==> config.mk <==
export PLATFORM = sky130hd
export DESIGN_NAME = mem_lsu
export DESIGN_NICKNAME = d
export VERILOG_FILES = /design/src/rtl/mips_cpu_pkg.sv /design/src/rtl/lsu_byte_lane.sv /design/src/rtl/mem_lsu.sv
export SDC_FILE = /design/constraint.sdc
export NUM_CORES = 1
export LEC_CHECK = 0
export ABC_AREA = 1
export CAP_MARGIN = 20
export CELL_PAD_IN_SITES_DETAIL_PLACEMENT = 2
export CELL_PAD_IN_SITES_GLOBAL_PLACEMENT = 2
export CORE_MARGIN = 5
export CORE_UTILIZATION = 23
export CTS_CLUSTER_DIAMETER = 100
export DETAILED_ROUTE_END_ITERATION = 16
export GPL_TIMING_DRIVEN = 0
export PLACE_DENSITY = 0.9
export SLEW_MARGIN = 20
export SYNTH_ARGS = -nofsm -noshare
export SYNTH_HDL_FRONTEND = slang
export SYNTH_SLANG_ARGS = --single-unit
==> constraint.sdc <==
create_clock -name cpu_clk_50M -period 7.8 [get_ports cpu_clk_50M]
set_input_delay 1.56 -clock cpu_clk_50M [delete_from_list [all_inputs] [get_ports cpu_clk_50M]]
set_output_delay 1.56 -clock cpu_clk_50M [all_outputs]
set_load 0.02 [all_outputs]
==> src/rtl/mips_cpu_pkg.sv <==
// Shared CPU types: register/data-memory widths plus the load/store unit's size and state encodings.
package mips_cpu_pkg;

    localparam int XLEN  = 32;
    localparam int DM_AW = 10;

    typedef logic [XLEN-1:0]  reg_t;
    typedef logic [DM_AW-1:0] dm_addr_t;

    localparam reg_t ZERO = '0;

    // Encoding 3 is not named; it behaves as WORD everywhere.
    typedef enum logic [1:0] {
        BYTE = 2'd0,
        HALF = 2'd1,
        WORD = 2'd2
    } mem_size_t;

    typedef enum logic [1:0] {
        IDLE,
        LD_RSP,
        RMW_WR,
        ST_RSP
    } lsu_state_t;

    function automatic logic is_word(input mem_size_t size);
        return size[1];
    endfunction

endpackage

==> src/rtl/lsu_byte_lane.sv <==
// Little-endian lane logic: extracts a zero/sign-extended load value from a memory word and
// merges right-justified store data into the addressed byte/half lane of a memory word.
module lsu_byte_lane
    import mips_cpu_pkg::*;
(
    input  mem_size_t  size_i,
    input  logic       sext_i,
    input  logic [1:0] lane_i,
    input  reg_t       rword_i,
    input  reg_t       wdata_i,
    output reg_t       ld_data_o,
    output reg_t       st_word_o
);

    logic [7:0]  byte_sel;
    logic [15:0] half_sel;

    assign byte_sel = rword_i[{lane_i, 3'b000} +: 8];
    assign half_sel = lane_i[1] ? rword_i[31:16] : rword_i[15:0];

    always_comb begin
        // NOTE: every output gets a default first so no path through the case leaves a latch.
        ld_data_o = rword_i;
        st_word_o = wdata_i;
        if (!is_word(size_i)) begin
            st_word_o = rword_i;
            if (size_i == HALF) begin
                ld_data_o = {{16{sext_i & half_sel[15]}}, half_sel};
                st_word_o[{lane_i[1], 4'b0000} +: 16] = wdata_i[15:0];
            end else begin
                ld_data_o = {{24{sext_i & byte_sel[7]}}, byte_sel};
                st_word_o[{lane_i, 3'b000} +: 8] = wdata_i[7:0];
            end
        end
    end

endmodule

==> src/rtl/mem_lsu.sv <==
// Load/store unit in front of a word-write, 1-cycle sync-read data memory; sub-word stores use
// read-modify-write. Define LSU_MISALIGN_EXC_EN to flag misaligned HALF/WORD accesses instead of aligning down.
module mem_lsu
    import mips_cpu_pkg::*;
#(
    parameter int ADDR_W = 32
) (
    input  logic              cpu_clk_50M,
    input  logic              cpu_rst,
    input  logic              req_valid,
    input  logic              req_we,
    input  mem_size_t         req_size,
    input  logic              req_sext,
    input  logic [ADDR_W-1:0] req_addr,
    input  reg_t              req_wdata,
    output logic              req_ready,
    output logic              rsp_valid,
    output reg_t              rsp_rdata,
    output logic              misalign,
    output logic              dmce,
    output logic              dmwe,
    output dm_addr_t          dmaddr,
    output reg_t              dmdin,
    input  reg_t              dmdout
);

    lsu_state_t       state_q, state_d;
    logic [DM_AW+1:0] addr_q;
    mem_size_t        size_q;
    logic             sext_q;
    reg_t             wdata_q;
    logic             idle_w, accept_w, mis_w;
    reg_t             ld_data_w, st_word_w;
    logic             unused_addr_bits;

    assign unused_addr_bits = ^req_addr[ADDR_W-1:DM_AW+2];

    assign idle_w    = (state_q == IDLE) && !cpu_rst;
    assign req_ready = idle_w;
    assign accept_w  = idle_w && req_valid;

`ifdef LSU_MISALIGN_EXC_EN
    logic mis_q;
    assign mis_w    = ((req_size == HALF) && req_addr[0]) ||
                      (is_word(req_size) && (req_addr[1:0] != 2'b00));
    assign misalign = !cpu_rst && (state_q == ST_RSP) && mis_q;
`else
    assign mis_w    = 1'b0;
    assign misalign = 1'b0;
`endif

    lsu_byte_lane u_lane (
        .size_i    (size_q),
        .sext_i    (sext_q),
        .lane_i    (addr_q[1:0]),
        .rword_i   (dmdout),
        .wdata_i   (wdata_q),
        .ld_data_o (ld_data_w),
        .st_word_o (st_word_w)
    );

    always_comb begin
        state_d   = state_q;
        dmce      = 1'b0;
        dmwe      = 1'b0;
        dmaddr    = addr_q[DM_AW+1:2];
        dmdin     = ZERO;
        rsp_valid = 1'b0;
        rsp_rdata = ZERO;
        if (cpu_rst) begin
            state_d = IDLE;
        end else begin
            case (state_q)
                IDLE: begin
                    dmaddr = req_addr[DM_AW+1:2];
                    if (req_valid) begin
                        if (mis_w) begin
                            state_d = ST_RSP;
                        end else begin
                            dmce = 1'b1;
                            if (!req_we) begin
                                state_d = LD_RSP;
                            end else if (is_word(req_size)) begin
                                dmwe    = 1'b1;
                                dmdin   = req_wdata;
                                state_d = ST_RSP;
                            end else begin
                                state_d = RMW_WR;
                            end
                        end
                    end
                end
                LD_RSP: begin
                    rsp_valid = 1'b1;
                    rsp_rdata = ld_data_w;
                    state_d   = IDLE;
                end
                RMW_WR: begin
                    dmce    = 1'b1;
                    dmwe    = 1'b1;
                    dmdin   = st_word_w;
                    state_d = ST_RSP;
                end
                ST_RSP: begin
                    rsp_valid = 1'b1;
                    state_d   = IDLE;
                end
                default: state_d = IDLE;
            endcase
        end
    end

    always_ff @(posedge cpu_clk_50M) begin
        if (cpu_rst) begin
            // NOTE: only control state is reset; the capture registers are always written at
            // accept before anything reads them, so they need no reset value.
            state_q <= IDLE;
`ifdef LSU_MISALIGN_EXC_EN
            mis_q   <= 1'b0;
`endif
        end else begin
            state_q <= state_d;
            if (accept_w) begin
                addr_q  <= req_addr[DM_AW+1:0];
                size_q  <= req_size;
                sext_q  <= req_sext;
                wdata_q <= req_wdata;
`ifdef LSU_MISALIGN_EXC_EN
                mis_q   <= mis_w;
`endif
            end
        end
    end

endmodule
==> images/sizes.png <==
(2 px per um)
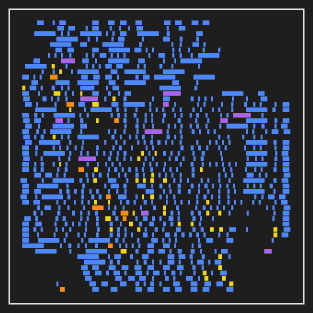
[orange] _3 and _4 cells | cells: 10 | share: 1.2% | most used: buf_4
[purple] _6 and larger | cells: 11 | share: 1.3% | most used: clkbuf_16
[yellow] _2 cells | cells: 49 | share: 5.7% | most used: buf_2
[blue] _0 and _1 cells | cells: 792 | share: 92% | most used: nand2_1
min setup slack post-route: 2.34 ns
area grow syn2layout: 48.2%
final instance area: 0.00635 mm^2

==> impl_metrics.ini <==
; yosys + openroad results
[finish]
regArea_mm2 = 0.00145
inverters_excl_clock = 57
utilization_pct = 34.3
stdcell_count = 1096
n_antenna_cell = 0
fill_cells = 2285
sh_seq_area_pct = 22.9

[hold_path]
hold_class = flop to flop

[synth]
syn_avg_cell_area_um2 = 6.17
aoi_share_pct = 12.9
fp_nets = 802

[route]
ant_nets = 0
viasPerCell = 4.76

[floorplan]
rows = 50
core_area_mm2 = 0.0185
die_w_um = 146

[sta]
period_needed_ns = 5.46
whs_ns = 0.605

[placement]
placed_area_mm2 = 0.00619
dpl.hpwl_um = 17100

[cts]
cts_resized = 0
clockBufferDepth = 2
cts_made_buffers = 5

[critical_path]
reg2reg_slack_ns = 5.58

[status]
outcome = completed

[global_route]
antenna_found_initial = 0
==> images/layer_met1.png <==
(3 px per um)
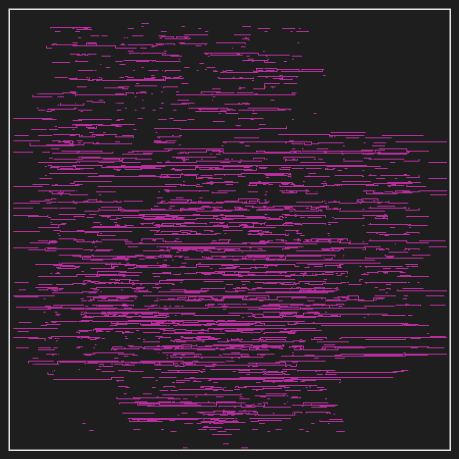
longest straight run: 75.0 um
wire length on this layer: 9150 um
nets with wire on the layer: 854
main direction: horizontal
share of all routed wire: 44%
final wirelength: 20800 um
Vias: 5219
grt met1 use: 24.6%

## synth_stat cells
library cell,count
a21oi_1,51
nand2_1,273
ha_1,5
edfxtp_1,47
dfxtp_1,2
buf_4,4
inv_2,7
o21ai_0,35
buf_2,22
clkbuf_1,4
inv_1,49
nor2_1,101
a21oi_4,1
a21oi_2,1
nor3_2,2
o22ai_1,6
buf_1,4
nand2_4,1
nor2_4,1
a31oi_1,1
nand3_1,49
nor2_2,12
o31ai_1,6
inv_4,1
nand2_2,4
buf_6,3
conb_1,1
o21ai_2,1
## registers in the layout (all words and copies together) (netlist names)
| name | cells |
|---|---|
| addr_q | 12 |
| sext_q | 1 |
| size_q | 2 |
| state_q | 2 |
| wdata_q | 32 |
## final timing paths
check                   to  cells after the start
max          rsp_rdata[21]                     11
max reg2reg    wdata_q[27]                      7
min reg2reg     state_q[0]                      2
min             state_q[0]                      2
## power breakdown
part	internal, mW	switching, mW
clock	0.123	0.109
sequential	0.303	0.00918
combinational	0.110	0.157
total	0.536	0.274
## worst max-delay path, stage by stage
cell and delay (ns):
clkdlybuf4s50_1 0.70, nand2_1 0.10, nand3_1 0.07, nand2_1 0.08, nand2_1 0.09, nand2_1 0.07
nand2_1 0.11, nand2_2 0.16, buf_6 0.24, nor2_2 0.08, clkdlybuf4s50_1 0.63
## layer usage
layer / wire length, um / vias to the layer above / part of all wire [%] / GRT usage, %
met5: 0 / - / 0 / 0
met4: 330 / 0 / 1.6 / 4.00
met3: 932 / 21 / 4.5 / 2.92
met1: 9150 / 2508 / 44 / 24.6
li1: - / 2549 / - / -
met2: 10400 / 141 / 50 / 34.2
No activity file was given, so power comes from the tool's default toggle rates.
